File: config.mk
export PLATFORM = sky130hd
export DESIGN_NAME = led_display_ctrl_flat
export DESIGN_NICKNAME = d
export VERILOG_FILES = /design/src/rtl/led_display_ctrl_pkg.sv /design/src/rtl/led_display_ctrl_if.sv /design/src/rtl/led_display_ctrl_scan_timer.sv /design/src/rtl/led_display_ctrl.sv /design/src/flat_wrapper.sv
export SDC_FILE = /design/constraint.sdc
export NUM_CORES = 1
export LEC_CHECK = 0
export ABC_CLOCK_PERIOD_IN_PS = 2000
export CAP_MARGIN = 20
export CORE_ASPECT_RATIO = 0.5
export CORE_MARGIN = 1.5
export CORE_UTILIZATION = 40
export CTS_BUF_LIST = sky130_fd_sc_hd__clkbuf_2
export CTS_CLUSTER_SIZE = 16
export DETAILED_ROUTE_END_ITERATION = 8
export HOLD_SLACK_MARGIN = 0.15
export PLACE_DENSITY = 0.79
export SYNTH_ARGS = -nofsm -noshare
export SYNTH_HDL_FRONTEND = slang
export SYNTH_SLANG_ARGS = --single-unit
File: constraint.sdc
create_clock -name clk -period 2 [get_ports clk]
set_input_delay 0.4 -clock clk [delete_from_list [all_inputs] [get_ports clk]]
set_output_delay 0.4 -clock clk [all_outputs]
set_load 0.1 [all_outputs]
File: src/rtl/led_display_ctrl_pkg.sv
// Shared constants, register field positions and the hex-to-7-segment decoder
// for the LED display peripheral and other scanned displays.
package led_pkg;

   localparam logic [31:0] LED_ADDR_DEF = 32'h4000_0010;
   localparam int          DIGIT_LSB    = 0;
   localparam int          DP_LSB       = 16;
   localparam int          EN_BIT       = 20;
   localparam logic [31:0] REG_MASK     = 32'h001F_FFFF;

   typedef logic [6:0] seg7_t;

   // Active-high {g,f,e,d,c,b,a}; callers invert for common-anode drive.
   function automatic seg7_t hex2seg(input logic [3:0] hex);
      seg7_t pat;
      case (hex)
         4'h0:    pat = 7'h3F;
         4'h1:    pat = 7'h06;
         4'h2:    pat = 7'h5B;
         4'h3:    pat = 7'h4F;
         4'h4:    pat = 7'h66;
         4'h5:    pat = 7'h6D;
         4'h6:    pat = 7'h7D;
         4'h7:    pat = 7'h07;
         4'h8:    pat = 7'h7F;
         4'h9:    pat = 7'h6F;
         4'hA:    pat = 7'h77;
         4'hB:    pat = 7'h7C;
         4'hC:    pat = 7'h39;
         4'hD:    pat = 7'h5E;
         4'hE:    pat = 7'h79;
         default: pat = 7'h71;
      endcase
      return pat;
   endfunction

endpackage

File: src/rtl/led_display_ctrl_if.sv
// Decoder-side bus for the LED region: byte address, store/load data and the
// single-cycle read/write strobes.
interface led_display_ctrl_if;
   logic [31:0] addr;
   logic [31:0] data_in;
   logic [31:0] data_out;
   logic        mem_wr;
   logic        mem_rd;

   modport master (output addr, data_in, mem_wr, mem_rd, input data_out);
   modport slave  (input addr, data_in, mem_wr, mem_rd, output data_out);
endinterface

File: src/rtl/led_display_ctrl_scan_timer.sv
// Free-running slot timer: divides clk by SCAN_DIV and steps a 2-bit digit index.
module led_scan_timer #(
   parameter int SCAN_DIV = 50000
) (
   input  logic       clk,
   input  logic       reset_n,
   output logic       tick,
   output logic [1:0] idx
);

   localparam int                CNT_W = (SCAN_DIV > 1) ? $clog2(SCAN_DIV) : 1;
   localparam logic [CNT_W-1:0]  LAST  = CNT_W'(SCAN_DIV - 1);

   logic [CNT_W-1:0] div_cnt;

   assign tick = (div_cnt == LAST);

   always_ff @(posedge clk) begin
      if (!reset_n) begin
         div_cnt <= '0;
         idx     <= 2'd0;
      end else if (tick) begin
         div_cnt <= '0;
         idx     <= idx + 2'd1;
      end else begin
         div_cnt <= div_cnt + 1'b1;
      end
   end

endmodule

File: src/rtl/led_display_ctrl.sv
// Memory-mapped 4-digit multiplexed 7-segment controller (common anode).
// Build option: define LED_ZERO_BLANK_EN for leading-zero blanking.
module led_display_ctrl
   import led_pkg::*;
#(
   parameter logic [31:0] LED_ADDR = LED_ADDR_DEF,
   parameter int          SCAN_DIV = 50000,
   parameter int          DIGITS   = 4
) (
   input  logic              clk,
   input  logic              reset_n,
   led_display_ctrl_if.slave bus,
   output logic [DIGITS-1:0] an,
   output logic [7:0]        seg
);

   logic [31:0]       disp_reg;
   logic              addr_hit;
   logic              scan_tick;
   logic [1:0]        scan_idx;
   logic [3:0]        digit;
   logic [3:0]        dp_bits;
   logic [15:0]       upper_digits;
   logic              blank;
   logic [DIGITS-1:0] an_p0;
   logic [7:0]        seg_p0;
   logic [DIGITS-1:0] an_p1;
   logic [7:0]        seg_p1;

   assign addr_hit     = (bus.addr == LED_ADDR);
   assign bus.data_out = (bus.mem_rd && addr_hit) ? disp_reg : 32'h0;

   always_ff @(posedge clk) begin
      if (!reset_n)
         disp_reg <= 32'h0;
      else if (bus.mem_wr && addr_hit)
         disp_reg <= bus.data_in & REG_MASK;
   end

   led_scan_timer #(
      .SCAN_DIV (SCAN_DIV)
   ) u_scan_timer (
      .clk     (clk),
      .reset_n (reset_n),
      .tick    (scan_tick),
      .idx     (scan_idx)
   );

   // ---- p0: select the active digit and decode it ----
   assign digit        = disp_reg[DIGIT_LSB + {scan_idx, 2'b00} +: 4];
   assign dp_bits      = disp_reg[DP_LSB +: 4];
   assign upper_digits = disp_reg[15:0] >> {scan_idx, 2'b00};

`ifdef LED_ZERO_BLANK_EN
   assign blank = (scan_idx != 2'd0) && (upper_digits == 16'h0);
`else
   assign blank = 1'b0;
`endif

   always_comb begin
      an_p0  = '1;
      seg_p0 = 8'hFF;
      if (disp_reg[EN_BIT] && !blank) begin
         an_p0  = ~(DIGITS'(1) << scan_idx);
         seg_p0 = {~dp_bits[scan_idx], ~hex2seg(digit)};
      end
   end

   // ---- p1: registered pin drive, so anode/segment switch together ----
   always_ff @(posedge clk) begin
      if (!reset_n) begin
         an_p1  <= '1;
         seg_p1 <= 8'hFF;
      end else begin
         an_p1  <= an_p0;
         seg_p1 <= seg_p0;
      end
   end

   assign an  = an_p1;
   assign seg = seg_p1;

endmodule

File: src/flat_wrapper.sv
// flat-port wrapper written by rule: the top's interface ports become plain ports
module led_display_ctrl_flat import led_pkg::*;
#(
   parameter logic [31:0] LED_ADDR = LED_ADDR_DEF,
   parameter int          SCAN_DIV = 50000,
   parameter int          DIGITS   = 4
)
  (clk, reset_n, an, seg, bus_addr, bus_data_in, bus_mem_wr, bus_mem_rd, bus_data_out);
  led_display_ctrl_if bus_i ();
  input  logic clk;
  input  logic reset_n;
  output logic [DIGITS-1:0] an;
  output logic [7:0] seg;
  input wire logic [$bits(bus_i.addr)-1:0] bus_addr;
  input wire logic [$bits(bus_i.data_in)-1:0] bus_data_in;
  input wire logic [$bits(bus_i.mem_wr)-1:0] bus_mem_wr;
  input wire logic [$bits(bus_i.mem_rd)-1:0] bus_mem_rd;
  output wire logic [$bits(bus_i.data_out)-1:0] bus_data_out;
  assign bus_i.addr = bus_addr;
  assign bus_i.data_in = bus_data_in;
  assign bus_i.mem_wr = bus_mem_wr;
  assign bus_i.mem_rd = bus_mem_rd;
  assign bus_data_out = bus_i.data_out;
  led_display_ctrl #(.LED_ADDR(LED_ADDR), .SCAN_DIV(SCAN_DIV), .DIGITS(DIGITS)) u_core (.clk(clk), .reset_n(reset_n), .bus(bus_i), .an(an), .seg(seg));
endmodule
clock_nets.png
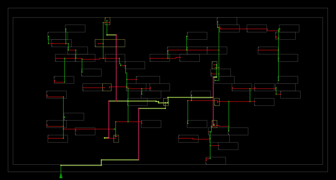
clock buf count: 5
clock group power: 0.000561 W
CTS sink cnt: 51
clk_skew: 0.01543 ns

ff_map.png
Bar = 20 um.
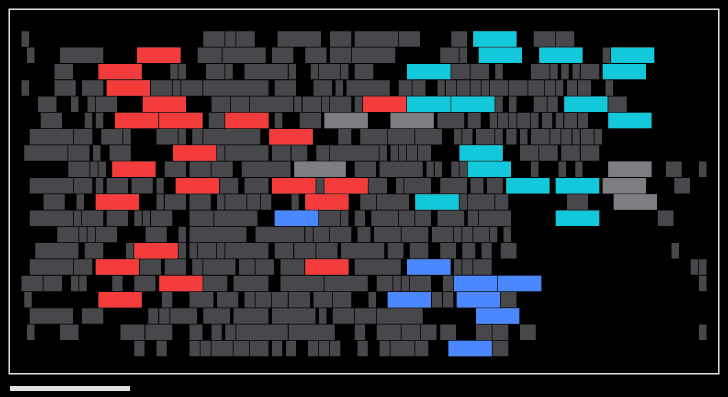
colour	signal	sequential cells
cyan	u_core.u_scan_timer.div_cnt	16
blue	u_core.seg	8
red	u_core.disp_reg	21
not coloured	6

layers.png
Bar = 20 um. Only two layers are drawn.
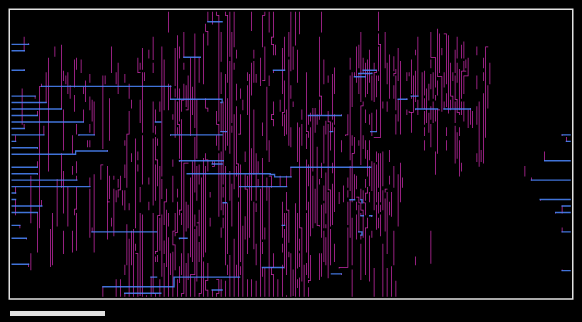
colour	layer	wire length
magenta	M2	3610 um
blue	M3	400 um

clock_wires.png
Bar = 20 um.
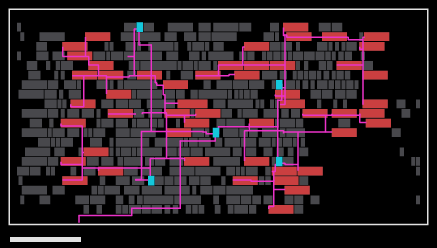
[magenta] clock wires | length: 623 um
[red] flip-flops | count: 51
[cyan] clock-net drivers | count: 5
routed clock nets	6

class_map.png
Fill, decap, tap and diode cells in grey.
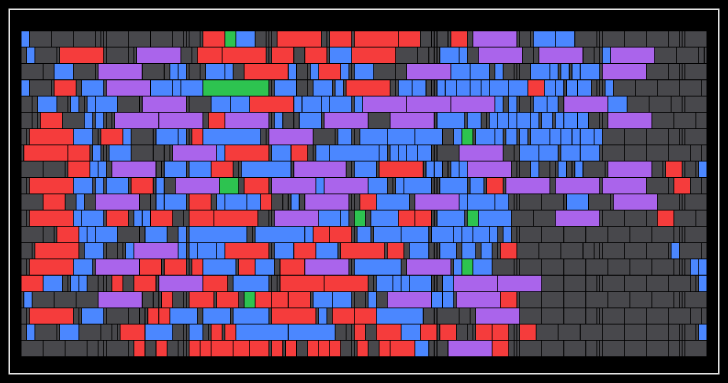
colour	class	cells	share of their area
red	remaining buffers and delay cells	108	30%
purple	registers	51	26%
blue	remaining logic cells	228	42%
green	clock drivers and dummy loads	8	1.8%

==> Changelog: implementation <==
### Implementation results

- Outcome: finished with violations
- Failing checks: setup timing
- Post-synth seq share: between 30% and 40%
- Worst setup path class: in -> out
- CP bufs+invs: 3
- Busiest grt layer: met2
- Adder-cell share of the synthesized area: a little over 5%
- GPL Wtd Cong: between 0.7 and 0.8
- Simple Share, Synth: between 20 and 30%
- # IOs: approximately 110
- Syn. warnings: 0
- DRT iter0 DRCs: around 120
- Well Taps: around 88
- Post-route cell area: approximately 4000 um^2
- Post-cts gate resize count: 133
- Wirelength per Cell: between 15 and 20 um
- Clock power share: a little under a third
- Port bufs: 89
- CP Launch Point: bus_addr[10]
- Reg2Reg Depth: 5
- Setup crit end: bus_data_out[7]
- Largest Pwr Group: registers
- Cell taking the most area after synthesis: dfxtp_1
- MI comb cells: 217
- Reg power frac: around 56%
- Met1 WL: 3152 um
- Max Slew Vio Count: 0
- Chip area: a little over 7000 um^2
- Cells after Synth: 295
- Mean Syn Cell Area: around 9 um^2
- Syn-to-layout area delta: 51.08%
- Buffering overhead: between 20% and 30%
- RSZ-0062 raised after global routing: true
- Signal buffers: 108
- Hold Crit Start: bus_data_in[4]
- DRC Markers: 0
- Die Height: between 60 and 70 um
- Final non-filler cell total: 483
- Synthesized area: between 2000 and 3000 um^2
- Most instantiated library cell after synthesis: nand2_1
- Tool warnings: 48
- Drt pass-1 iters: 5
- Crit path capture type: primary output
- Top cell type's share of synthesized area: between 30% and 40%
- Met3 Use GR: 5.451%
- Min cycle time layout: between 2 and 2.5 ns
- R2R Path End: u_core.seg[1]$_SDFF_PN1_
- Final setup fails: 21
- Fill cells: 485
- CTS max path bufs: 2
- Mux share of post-synthesis cell area: between 10% and 20%
- Dominant Register Cell: dfxtp_1
- Highest routed layer: met4
- Grt total ovfl: 0
- Pre-Place Util: a little over two fifths
- Max FO, Critical Path: 6
- Vias in the first global route: around 2.4k
- Critical Path RT: 1.60 ns
- Top cells excl fill/tap: nand2_1, dfxtp_1, buf_4
- Leakage: ~1.5 nW
- Fin worst setup slack: -0.3298 ns
- Layout cell share with drive strength beyond 1: between 30% and 40%
- Cell Int Power: between 0.001 and 0.0015 W
- Max reg flops: 21
- Total GRT Usage: between 20% and 30%
- Synth area leaders: dfxtp_1, mux2i_1, nand2_1, and2_1, ha_1
- Largest cell class: multi-input combinational cells
- Combinational power share: 13.2%
- Fin nets: roughly 470
- Synth logic family: simple AND/OR/NAND/NOR gates
- Final period utilization: 116.5%
Power and IR drop assume default switching activity.
